===== src/rtl/datapath_ctrl.sv =====
// Multicycle FETCH/DECODE/EXEC/HALT controller for a register-file + ALU datapath.
// Optional feature macro DATAPATH_CTRL_CALL_EN adds CALL/RET with a 4-entry return stack.
module datapath_ctrl (
   input  logic        clk,
   input  logic        rst,
   output logic        instr_req,
   output logic [7:0]  instr_addr,
   input  logic        instr_valid,
   input  logic [15:0] instr_data,
   input  logic        alu_zero,
   input  logic        alu_carry,
   output logic [2:0]  alu_opcode,
   output logic [3:0]  ra_addr,
   output logic [3:0]  rb_addr,
   output logic [3:0]  write_addr,
   output logic [7:0]  write_data,
   output logic        wb_sel,
   output logic        write_en,
   output logic        halted
);

   typedef enum logic [1:0] {
      S_FETCH  = 2'd0,
      S_DECODE = 2'd1,
      S_EXEC   = 2'd2,
      S_HALT   = 2'd3
   } state_e;

   localparam logic [3:0] OP_LDI  = 4'b0001;
   localparam logic [3:0] OP_JMP  = 4'b0010;
   localparam logic [3:0] OP_JZ   = 4'b0011;
   localparam logic [3:0] OP_JC   = 4'b0100;
   localparam logic [3:0] OP_HALT = 4'b0111;
`ifdef DATAPATH_CTRL_CALL_EN
   localparam logic [3:0] OP_CALL = 4'b0101;
   localparam logic [3:0] OP_RET  = 4'b0110;
`endif

   state_e      state_q, state_d;
   logic [7:0]  pc_q, pc_d;
   logic [15:0] ir_q, ir_d;
   logic        z_q, z_d;
   logic        c_q, c_d;
   logic        instr_req_q, instr_req_d;
   logic [2:0]  alu_opcode_q, alu_opcode_d;
   logic [3:0]  ra_addr_q, ra_addr_d;
   logic [3:0]  rb_addr_q, rb_addr_d;
   logic [3:0]  write_addr_q, write_addr_d;
   logic [7:0]  write_data_q, write_data_d;
   logic        wb_sel_q, wb_sel_d;
   logic        write_en_q, write_en_d;
   logic        halted_q, halted_d;
`ifdef DATAPATH_CTRL_CALL_EN
   logic [2:0]  sp_q, sp_d;          // number of live entries, 0..4
   logic [7:0]  stack_q [4];
   logic [7:0]  stack_d [4];
`endif

   logic [3:0]  op;
   logic [7:0]  imm;

   assign op  = ir_q[15:12];
   assign imm = ir_q[7:0];

   always_comb begin
      // NOTE: every *_d gets a default before the case so no path leaves it unassigned (no latch).
      state_d      = state_q;
      pc_d         = pc_q;
      ir_d         = ir_q;
      z_d          = z_q;
      c_d          = c_q;
      instr_req_d  = 1'b0;
      alu_opcode_d = alu_opcode_q;
      ra_addr_d    = ra_addr_q;
      rb_addr_d    = rb_addr_q;
      write_addr_d = 4'd0;
      write_data_d = 8'd0;
      wb_sel_d     = 1'b0;
      write_en_d   = 1'b0;
      halted_d     = 1'b0;
`ifdef DATAPATH_CTRL_CALL_EN
      sp_d         = sp_q;
      stack_d      = stack_q;
`endif

      case (state_q)
         S_FETCH: begin
            // instr_valid only counts once the request is actually visible outside
            if (instr_req_q && instr_valid) begin
               ir_d         = instr_data;
               pc_d         = pc_q + 8'd1;
               state_d      = S_DECODE;
               alu_opcode_d = instr_data[14:12];
               ra_addr_d    = instr_data[7:4];
               rb_addr_d    = instr_data[3:0];
            end else begin
               instr_req_d  = 1'b1;
            end
         end
         S_DECODE: begin
            state_d = S_EXEC;
            if (op[3] || op == OP_LDI) begin
               write_en_d   = 1'b1;
               write_addr_d = ir_q[11:8];
            end
            if (op == OP_LDI) begin
               wb_sel_d     = 1'b1;
               write_data_d = imm;
            end
         end
         S_EXEC: begin
            state_d     = S_FETCH;
            instr_req_d = 1'b1;
            if (op[3]) begin
               z_d = alu_zero;
               c_d = alu_carry;
            end else begin
               case (op)
                  OP_JMP:  pc_d = imm;
                  OP_JZ:   if (z_q) pc_d = imm;
                  OP_JC:   if (c_q) pc_d = imm;
                  OP_HALT: begin
                     state_d     = S_HALT;
                     instr_req_d = 1'b0;
                     halted_d    = 1'b1;
                  end
`ifdef DATAPATH_CTRL_CALL_EN
                  OP_CALL: begin
                     // pc_q already points past the CALL, so it is the return address
                     if (sp_q == 3'd4) begin
                        stack_d[3] = pc_q;
                     end else begin
                        stack_d[sp_q[1:0]] = pc_q;
                        sp_d = sp_q + 3'd1;
                     end
                     pc_d = imm;
                  end
                  OP_RET: begin
                     if (sp_q != 3'd0) begin
                        pc_d = stack_q[sp_q[1:0] - 2'd1];
                        sp_d = sp_q - 3'd1;
                     end
                  end
`endif
                  default: ;
               endcase
            end
         end
         S_HALT: halted_d = 1'b1;
         default: state_d = S_FETCH;
      endcase
   end

   // NOTE: the return stack array carries no reset; sp_q alone decides which entries are live.
   always_ff @(posedge clk) begin
      if (rst) begin
         state_q      <= S_FETCH;
         pc_q         <= 8'd0;
         ir_q         <= 16'd0;
         z_q          <= 1'b0;
         c_q          <= 1'b0;
         instr_req_q  <= 1'b0;
         alu_opcode_q <= 3'd0;
         ra_addr_q    <= 4'd0;
         rb_addr_q    <= 4'd0;
         write_addr_q <= 4'd0;
         write_data_q <= 8'd0;
         wb_sel_q     <= 1'b0;
         write_en_q   <= 1'b0;
         halted_q     <= 1'b0;
`ifdef DATAPATH_CTRL_CALL_EN
         sp_q         <= 3'd0;
`endif
      end else begin
         state_q      <= state_d;
         pc_q         <= pc_d;
         ir_q         <= ir_d;
         z_q          <= z_d;
         c_q          <= c_d;
         instr_req_q  <= instr_req_d;
         alu_opcode_q <= alu_opcode_d;
         ra_addr_q    <= ra_addr_d;
         rb_addr_q    <= rb_addr_d;
         write_addr_q <= write_addr_d;
         write_data_q <= write_data_d;
         wb_sel_q     <= wb_sel_d;
         write_en_q   <= write_en_d;
         halted_q     <= halted_d;
`ifdef DATAPATH_CTRL_CALL_EN
         sp_q         <= sp_d;
`endif
      end
`ifdef DATAPATH_CTRL_CALL_EN
      stack_q <= stack_d;
`endif
   end

   assign instr_req  = instr_req_q;
   assign instr_addr = pc_q;
   assign alu_opcode = alu_opcode_q;
   assign ra_addr    = ra_addr_q;
   assign rb_addr    = rb_addr_q;
   assign write_addr = write_addr_q;
   assign write_data = write_data_q;
   assign wb_sel     = wb_sel_q;
   assign write_en   = write_en_q;
   assign halted     = halted_q;

endmodule


===== config.mk =====
export PLATFORM = sky130hd
export DESIGN_NAME = datapath_ctrl
export DESIGN_NICKNAME = d
export VERILOG_FILES = /design/src/rtl/datapath_ctrl.sv
export SDC_FILE = /design/constraint.sdc
export NUM_CORES = 1
export LEC_CHECK = 0
export ABC_AREA = 1
export CAP_MARGIN = 20
export CORE_ASPECT_RATIO = 0.6
export CORE_MARGIN = 2
export CORE_UTILIZATION = 44
export CTS_BUF_LIST = sky130_fd_sc_hd__clkbuf_4 sky130_fd_sc_hd__clkbuf_8
export CTS_CLUSTER_SIZE = 40
export DETAILED_ROUTE_END_ITERATION = 10
export PLACE_DENSITY = 0.78
export SETUP_SLACK_MARGIN = 0.2
export SLEW_MARGIN = 10
export SYNTH_ARGS = -nofsm -noshare
export SYNTH_HDL_FRONTEND = slang
export SYNTH_SLANG_ARGS = --single-unit
export TNS_END_PERCENT = 10

===== constraint.sdc =====
create_clock -name clk -period 1.45 [get_ports clk]
set_clock_uncertainty 0.1 [all_clocks]
set_input_delay 0.29 -clock clk [delete_from_list [all_inputs] [get_ports clk]]
set_output_delay 0.29 -clock clk [all_outputs]
set_load 0.1 [all_outputs]

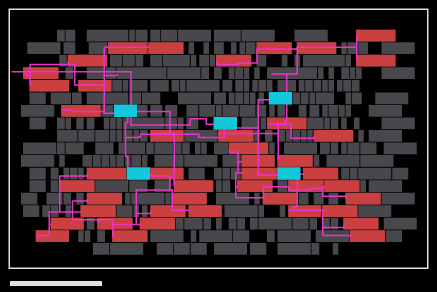
Run 1: clock distribution
Scale bar: 20 um.
flip-flops -> red  # count 44
clock wires -> magenta  # length 504 um
cells driving clock nets -> cyan  # count 5
flops lie = all over the die
routed clock nets = 6

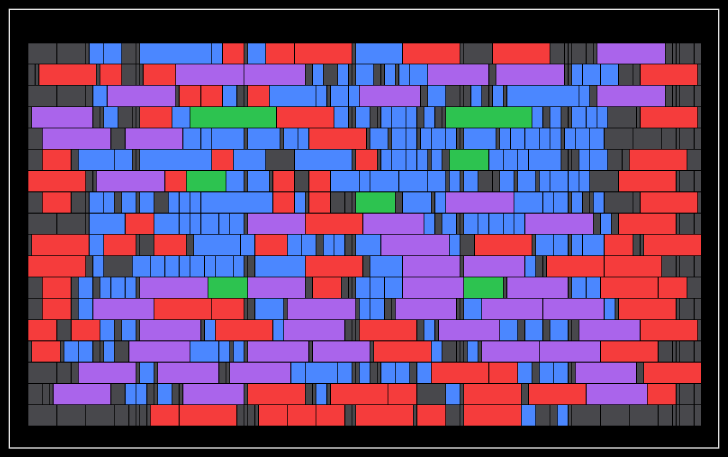
Run 1: cells colored by class
Fill, decap, tap and diode cells in gray.
all other logic -> blue  # cells 196, share of their area 34%
clock drivers and dummy loads -> green  # cells 7, share of their area 3.8%
other buffers and delay cells -> red  # cells 76, share of their area 33%
flops -> purple  # cells 44, share of their area 28%
row count: 18
design area: 3440 um2
fraction of area in registers: 27.8%
Core ar.: 4210 um2
Final Util: 81.6%

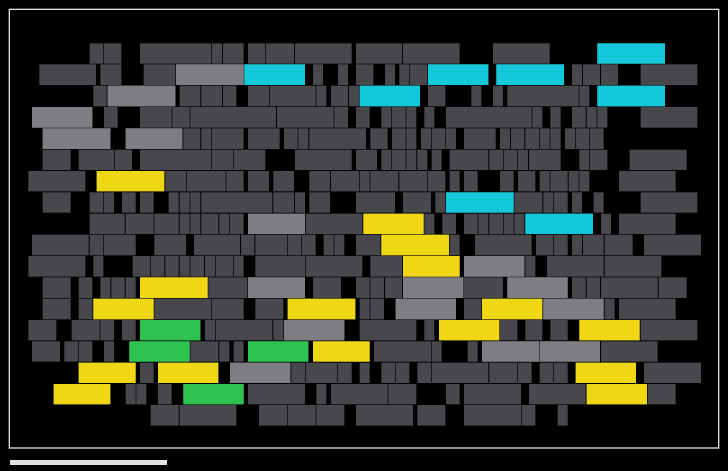
Run 1: where the registers sit
Scale bar: 20 um.
`ir_q` -> yellow  # placed flops 16
`instr_addr` -> cyan  # placed flops 8
`write_addr` -> green  # placed flops 4, where bottom left

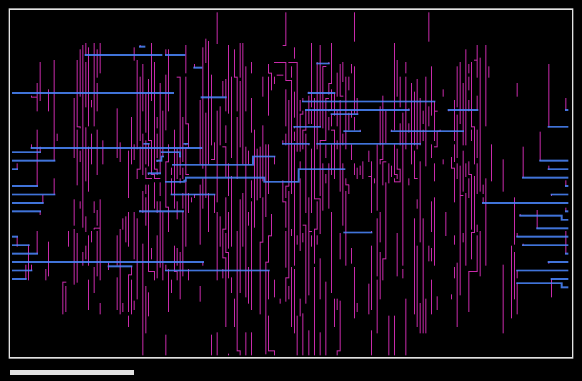
Run 1: wiring by layer
Scale bar: 20 um. Only two layers are drawn.
met2 -> magenta  # wire length 2,740 um
met3 -> blue  # wire length 421 um
overall fraction of global-route tracks in use: 21.2%
routed wire length per instance: 14.6 um
Post-Route WL: 5610 um
vias post-DR: 1,943

==> summary.txt, run 1 <==
Summary of the current implementation state.

- The run finished, with violations left.
- The final reports fail on setup timing.
- The number of storage elements in the synthesis netlist is 44, for reference.
- After clock tree synthesis, the clock-pin slew on the worst setup and hold paths is 80 ps.
- Looking at hold timing, the worst path starts from ir_q[8].
- The area share of and/or/nand/nor cells after synthesis is between 20% and 30%, for reference.
- The area growth from synthesis to layout is 74.3%, for reference.
- The max-capacitance violation count is 0, for reference.
- In this run the cell area of the synthesized design comes to approximately 2000 um2.
- The largest stage delay on the critical path is 370 ps, for reference.
- The proportion of layout cells with a drive suffix above 1 is between 40% and 50%, for reference.
- Per the synth stats, the proportion of register bits with asynchronous set or reset is 0%.
- The die area is between 5000 and 6000 um2, for reference.
- STA classifies the critical path startpoint as a flip-flop.
- The worst setup path startpoint is state_q[1], for reference.
- The worst-case IR drop observed on VDD is ~1.4 mV.
- The die is 55.9 um tall.
- CTS reports a maximum clock tree buffer depth of 2.
- The cell area after placement is 2990 um2, for reference.
- The number of global-route vias before repair is 1,875, for reference.
- The critical path goes through buf_6 -> ha_4 -> nand2_4 -> o21ai_4 -> nor2_8 -> nand3_2 -> nor2_2 -> nor2_2.
- The met3 layer usage reported by global route is under 10%, for reference.
- The count of input and output buffers is roughly 55, for reference.
- The global placement routability congestion is roughly 0.8, for reference.
- The top layer used by detailed routing is met4, for reference.
- In the post-route analysis, the smallest setup slack over all paths is -74.7 ps.
- The worst path uses 105% of the clock period.
- The pre-antenna-repair detailed-routing pass consisted of 4 iterations.
- By count the netlist is led by dfxtp_1 (44), nor2_1 (35), nand2_1 (34).
- The worst setup path is of the flip-flop to flip-flop kind.
- Summing the areas of all compound-gate instances in the mapped netlist gives 14.5% of the synthesized area.
- The TritonCTS buffer count is 5, for reference.
- The main logic family after synthesis is simple AND/OR/NAND/NOR gates, for reference.
- The synthesis run shows multiplexers occupying 0.507% of the cell area.
- After detailed routing, the number of remaining DRC violations is 0.
- The commonest register cell is dfxtp_1.
- The internal power of the cells totals 0.00369 W.
- The synthesized design contains 0 enable-type register cells.
- CTS placed an instance of clkbuf_8 at the clock tree root.
- The worst path in the final design needs a cycle of 1520 ps, including I/O delays and setup.
- Dividing total power by cell area gives a power density of 1960 nW/um2.
- The leading cell type in the layout, fill and taps excluded is buf_12, for reference.
- The detailed router reports a met3 wire length of 421 um.
- The critical path arrival is 1620 ps, for reference.
- The clock network accounts for 16.2% of the total power.
- The mean instance size in the synthesized netlist is 7.74 um2, for reference.
- The global routing met2 resource utilization is a little over a third, for reference.
- For this run, the chip area from Yosys synthesis comes to between 1500 and 2000 um2.
- The average via count per standard cell is between 5 and 6, for reference.
- The pre-CTS worst setup slack is -223 ps, for reference.
- The timing endpoint of the critical path is instr_addr[7], for reference.
- The initial antenna violation count is 0.
- On the final layout, the worst hold slack is around 330 ps.
- Per the placement report, the placed cell count is 363.
- Summing the areas of all xor and xnor instances in the mapped netlist gives 0% of the synthesized area.
- The terminus of the critical flop-to-flop path is instr_addr[7], for reference.
- The global routing report lists met1 layer usage as between 20% and 30%.
- The yosys cell count is between 200 and 300, for reference.
- The worst path required time is ~1500 ps, for reference.
- The number of warning messages in the yosys log is 0, for reference.
- For this design the static power due to leakage is 1.35 nW.
- The worst-case reg-to-reg setup slack stands at -70 ps.
- The power in combinational cells is 0.00384 W, for reference.
- The cell taking the most area after synthesis is dfxtp_1, for reference.
- The power report lists the sequential group at about 0.0018 W.
- The total setup violations reported at the end of the flow is 13, for reference.
- 56 I/O pins were placed.
- The switching component of the power is a little over 0.003 W, for reference.
- The flow reports an fmax of 656 MHz.
- OpenROAD emitted warnings numbering 33.
- The switching portion of total power is 45.2%, for reference.
- The area share of fa/ha/maj cells after synthesis is 3.80%, for reference.
- Hold analysis lists the worst path endpoint as write_addr[0].
- Among all stages on the critical path, the largest delay is contributed by dfxtp_4.
- The total number of nets in the final design is 350, for reference.
- By area the synthesized netlist is led by dfxtp_1 (45%), nor2_1 (6.7%), nand2_1 (6.5%), a21oi_1 (6.3%), o21ai_0 (6.1%).
- The horizontal extent of the die is approximately 90 um, for reference.
- The violation count after the first detailed-route iteration is 133, for reference.
-- run 1: sequential cells by signal (all words and copies together) (netlist names) --
name,flops
z_q,1
halted,1
write_addr,4
write_data,8
wb_sel,1
ir_q,16
instr_addr,8
write_en,1
c_q,1
state_q,2
instr_req,1
-- run 1: cell type report --
type | instances | area, um2 | area share [%]
clock buffer | 5 | 68.8 | 2.00
clock inverter | 2 | 60.1 | 1.75
inverter | 34 | 144 | 4.18
multi-input combinational | 162 | 1020 | 29.5
sequential | 44 | 956 | 27.8
tap | 60 | 75.1 | 2.18
timing repair buffer | 76 | 1120 | 32.5
-- run 1: what timing repair did --
action,CTS,global route
cloned,3,0
pin swaps,16,16
gates resized,35,43
endpoints found under the setup margin,62,74
buffers inserted,7,3
==> run 2: changes to the inputs <==
Settings changed: MAX_ROUTING_LAYER set to met4.
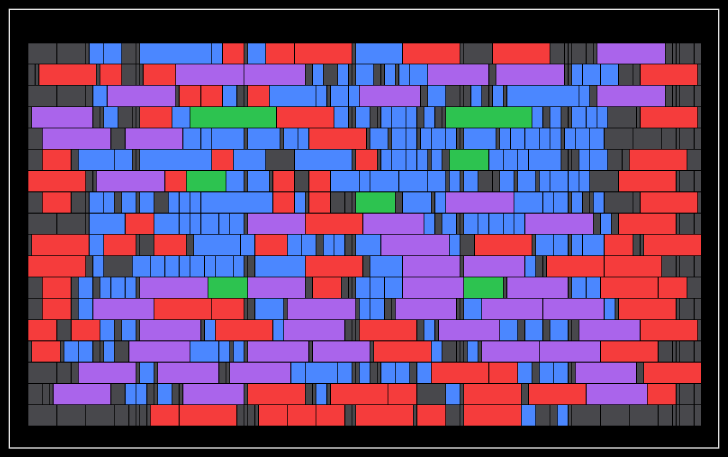
Run 2: cells colored by class
Fill, decap, tap and diode cells in gray.
all other logic -> blue  # cells 196, share of their area 34%
flops -> purple  # cells 44, share of their area 28%
clock drivers and dummy loads -> green  # cells 7, share of their area 3.8%
other buffers and delay cells -> red  # cells 76, share of their area 33%

==> summary.txt, run 2 <==
Summary of the current implementation state.

- The cell area after placement is 2990 um2 (unchanged), for reference.
- The area share of and/or/nand/nor cells after synthesis was 23.3% (unchanged).
- The switching portion of total power was 45.2% (about the same).
- The flip-flop and latch share of the layout cell area is 27.8% (unchanged), for reference.
- The XOR/XNOR share of the synthesized area was 0% (unchanged).
- The multi-input combinational cell area came to 1020 um2 (unchanged).
- The count of TritonRoute iterations in the first routing pass is 4 (unchanged).
- The warning total across the stage logs is 33 (unchanged), for reference.
- The dominant power group is combinational cells (unchanged), for reference.
- The worst path required time was 1540 ps (about the same).
- The row count is 18 (unchanged), for reference.
- The reg-to-reg setup timing slack is -70 ps (about the same), for reference.
- The power in combinational cells is 0.00384 W (about the same), for reference.
- The maximum VDD drop is 1.44 mV (about the same), for reference.
- The buffer share of cell area is 32.5% (unchanged).
- The element type at the critical path start was a flip-flop (unchanged).
- The leading cell type in the layout, fill and taps excluded is buf_12 (unchanged), for reference.
- The design area came to 3440 um2 (unchanged).
- Failing checks: setup timing (unchanged).
- Synth cell count leaders: dfxtp_1 (44), nor2_1 (35), nand2_1 (34) (unchanged).
- The all-layer global routing usage is 21.8% (was 21.2%), for reference.
- The final core utilization was 81.6% (unchanged).
- The cell type of the slowest stage on the worst timing path is dfxtp_4 (unchanged).
- The switching component of the power was 0.00304 W (about the same).
- The fraction of area in clock buffers and inverters was 3.75% (unchanged).
- The startpoint of the lowest-slack hold path is ir_q[8] (unchanged), for reference.
- The total setup violations reported at the end of the flow is 11 (was 13), for reference.
- The setup slack after layout was -72.6 ps (was -74.7 ps).
- The number of global-route vias before repair is 1,875 (unchanged), for reference.
- Status: finished, violations left (unchanged).
- The area used by sequential logic in the layout is 956 um2 (unchanged).
- The timing endpoint of the critical path is instr_addr[7] (unchanged), for reference.
- The synthesized-area fraction occupied by ao, oa, aoi and oai cells came to 14.5% (unchanged).
- The number of primary I/O pins is 56 (unchanged), for reference.
- The fraction of area in multi-input gates is 29.5% (unchanged), for reference.
- The terminus of the critical flop-to-flop path is instr_addr[7] (unchanged), for reference.
- The total number of multi-input combinational cells is 162 (unchanged), for reference.
- The total number of nets in the final design is 350 (unchanged), for reference.
- The die extent in y is 55.9 um (unchanged), for reference.
- The number of storage elements in the synthesis netlist came to 44 (unchanged).
- The largest register by flop count is ir_q (unchanged).
- The yosys cell count came to 255 (unchanged).
- The total global routing overflow came to 0 (unchanged).
- The final worst-path cycle share is 105% (about the same), for reference.
- The clock transition time at the flip-flop clock pins of the worst setup and hold paths is 80 ps (about the same), for reference.
- The mean instance size in the synthesized netlist is 7.74 um2 (unchanged), for reference.
- The number of buffers other than clock buffers in the final layout was 76 (unchanged).
- The largest stage delay on the critical path is 370 ps (about the same).
- The horizontal extent of the die is 90.5 um (unchanged).
- The area growth from synthesis to layout was 74.3% (unchanged).
- The number of flip-flops in the largest register was 16 (unchanged).
- The global placement routability congestion came to 0.797 (was 0.786).
- The initial antenna violation count came to 0 (unchanged).
- The per-cell routed wire length is 14.6 um (unchanged), for reference.
- The share of flip-flops with an asynchronous set or reset was 0% (unchanged).
- The max-capacitance violation count is 0 (unchanged), for reference.
- Top cells by area: dfxtp_1 (45%), nor2_1 (6.7%), nand2_1 (6.5%), a21oi_1 (6.3%), o21ai_0 (6.1%) (unchanged).
- The buffer type at the clock tree root was clkbuf_8 (unchanged).
- The number of enable-type register cells in the synthesized netlist is 0 (unchanged), for reference.
- The area share of fa/ha/maj cells after synthesis is 3.80% (unchanged), for reference.
- The multiplexer area fraction after synthesis was 0.507% (unchanged).
- The leading register cell type out of synthesis is dfxtp_1 (unchanged).
- The sink of the worst hold path is write_addr[0] (unchanged), for reference.
- The area of the placeable core is 4210 um2 (unchanged), for reference.
- The detailed-route wire length is 5610 um (unchanged), for reference.
- The static leakage came to 1.35 nW (unchanged).
- The upper clock frequency limit is 657 MHz (was 656 MHz), for reference.
- The number of well taps is 60 (unchanged), for reference.
- The main logic family after synthesis is simple AND/OR/NAND/NOR gates (unchanged), for reference.
- The proportion of layout cells with a drive suffix above 1 is 46.4% (unchanged), for reference.
- The minimum period implied by the final worst setup slack was 1520 ps (about the same).
- The number of vias after detailed routing was 1,978 (was 1,943).
- The number of warning messages in the yosys log came to 0 (unchanged).
- The average via count per standard cell is 5.16 (was 5.07), for reference.
- The Yosys chip area is 1970 um2 (unchanged), for reference.
- The cell taking the most area after synthesis is dfxtp_1 (unchanged).
- The critical path class was flip-flop to flip-flop (unchanged).
- The cell type taking the most area is non-clock buffers (unchanged).
- The die area is 5050 um2 (unchanged), for reference.
- Cell Chain, Critical Path: buf_6 -> ha_4 -> nand2_4 -> o21ai_4 -> nor2_8 -> nand3_2 -> nor2_2 -> nor2_2 (unchanged).
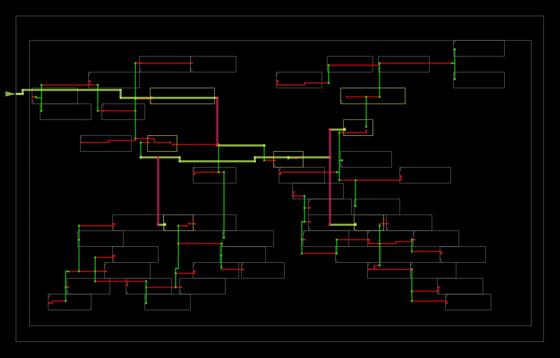
Run 2: clock nets
power dissipated in the clock network: 0.00109 W
number of clock buffers inserted by TritonCTS: 5
clock buffers: 5
Worst-Skew Late Latency: 290 ps
number of flip-flops and latches: 44

run 2: what timing repair did:
| item | 4_1_cts | 5_1_grt |
|---|---|---|
| buffers inserted | 7 | 3 |
| pin swaps | 16 | 16 |
| endpoints found under the setup margin | 62 | 74 |
| cloned | 3 | 0 |
| gates resized | 35 | 43 |
run 2: metrics by stage:
step                total power, W  TNS, ps  setup WS, ps  instances
global placement           0.00486    -4360          -153        363
detailed placement         0.00494    -5350          -223        363
global route               0.00701    -1740          -163        383
CTS                        0.00648    -90.7         -16.2        380
floorplan                  0.00396        0          10.6        255
finish                     0.00673     -422         -72.6        383
run 2: layer usage:
metal  GRT usage (%)  up-vias  share of wire [%]
li1                -      944                  -
met1            25.9      937                 41
met2            36.1       82                 49
met3            6.91       15                8.0
met4            6.15        0                1.7
met5               -        -                  0
Power and IR drop assume default switching activity.
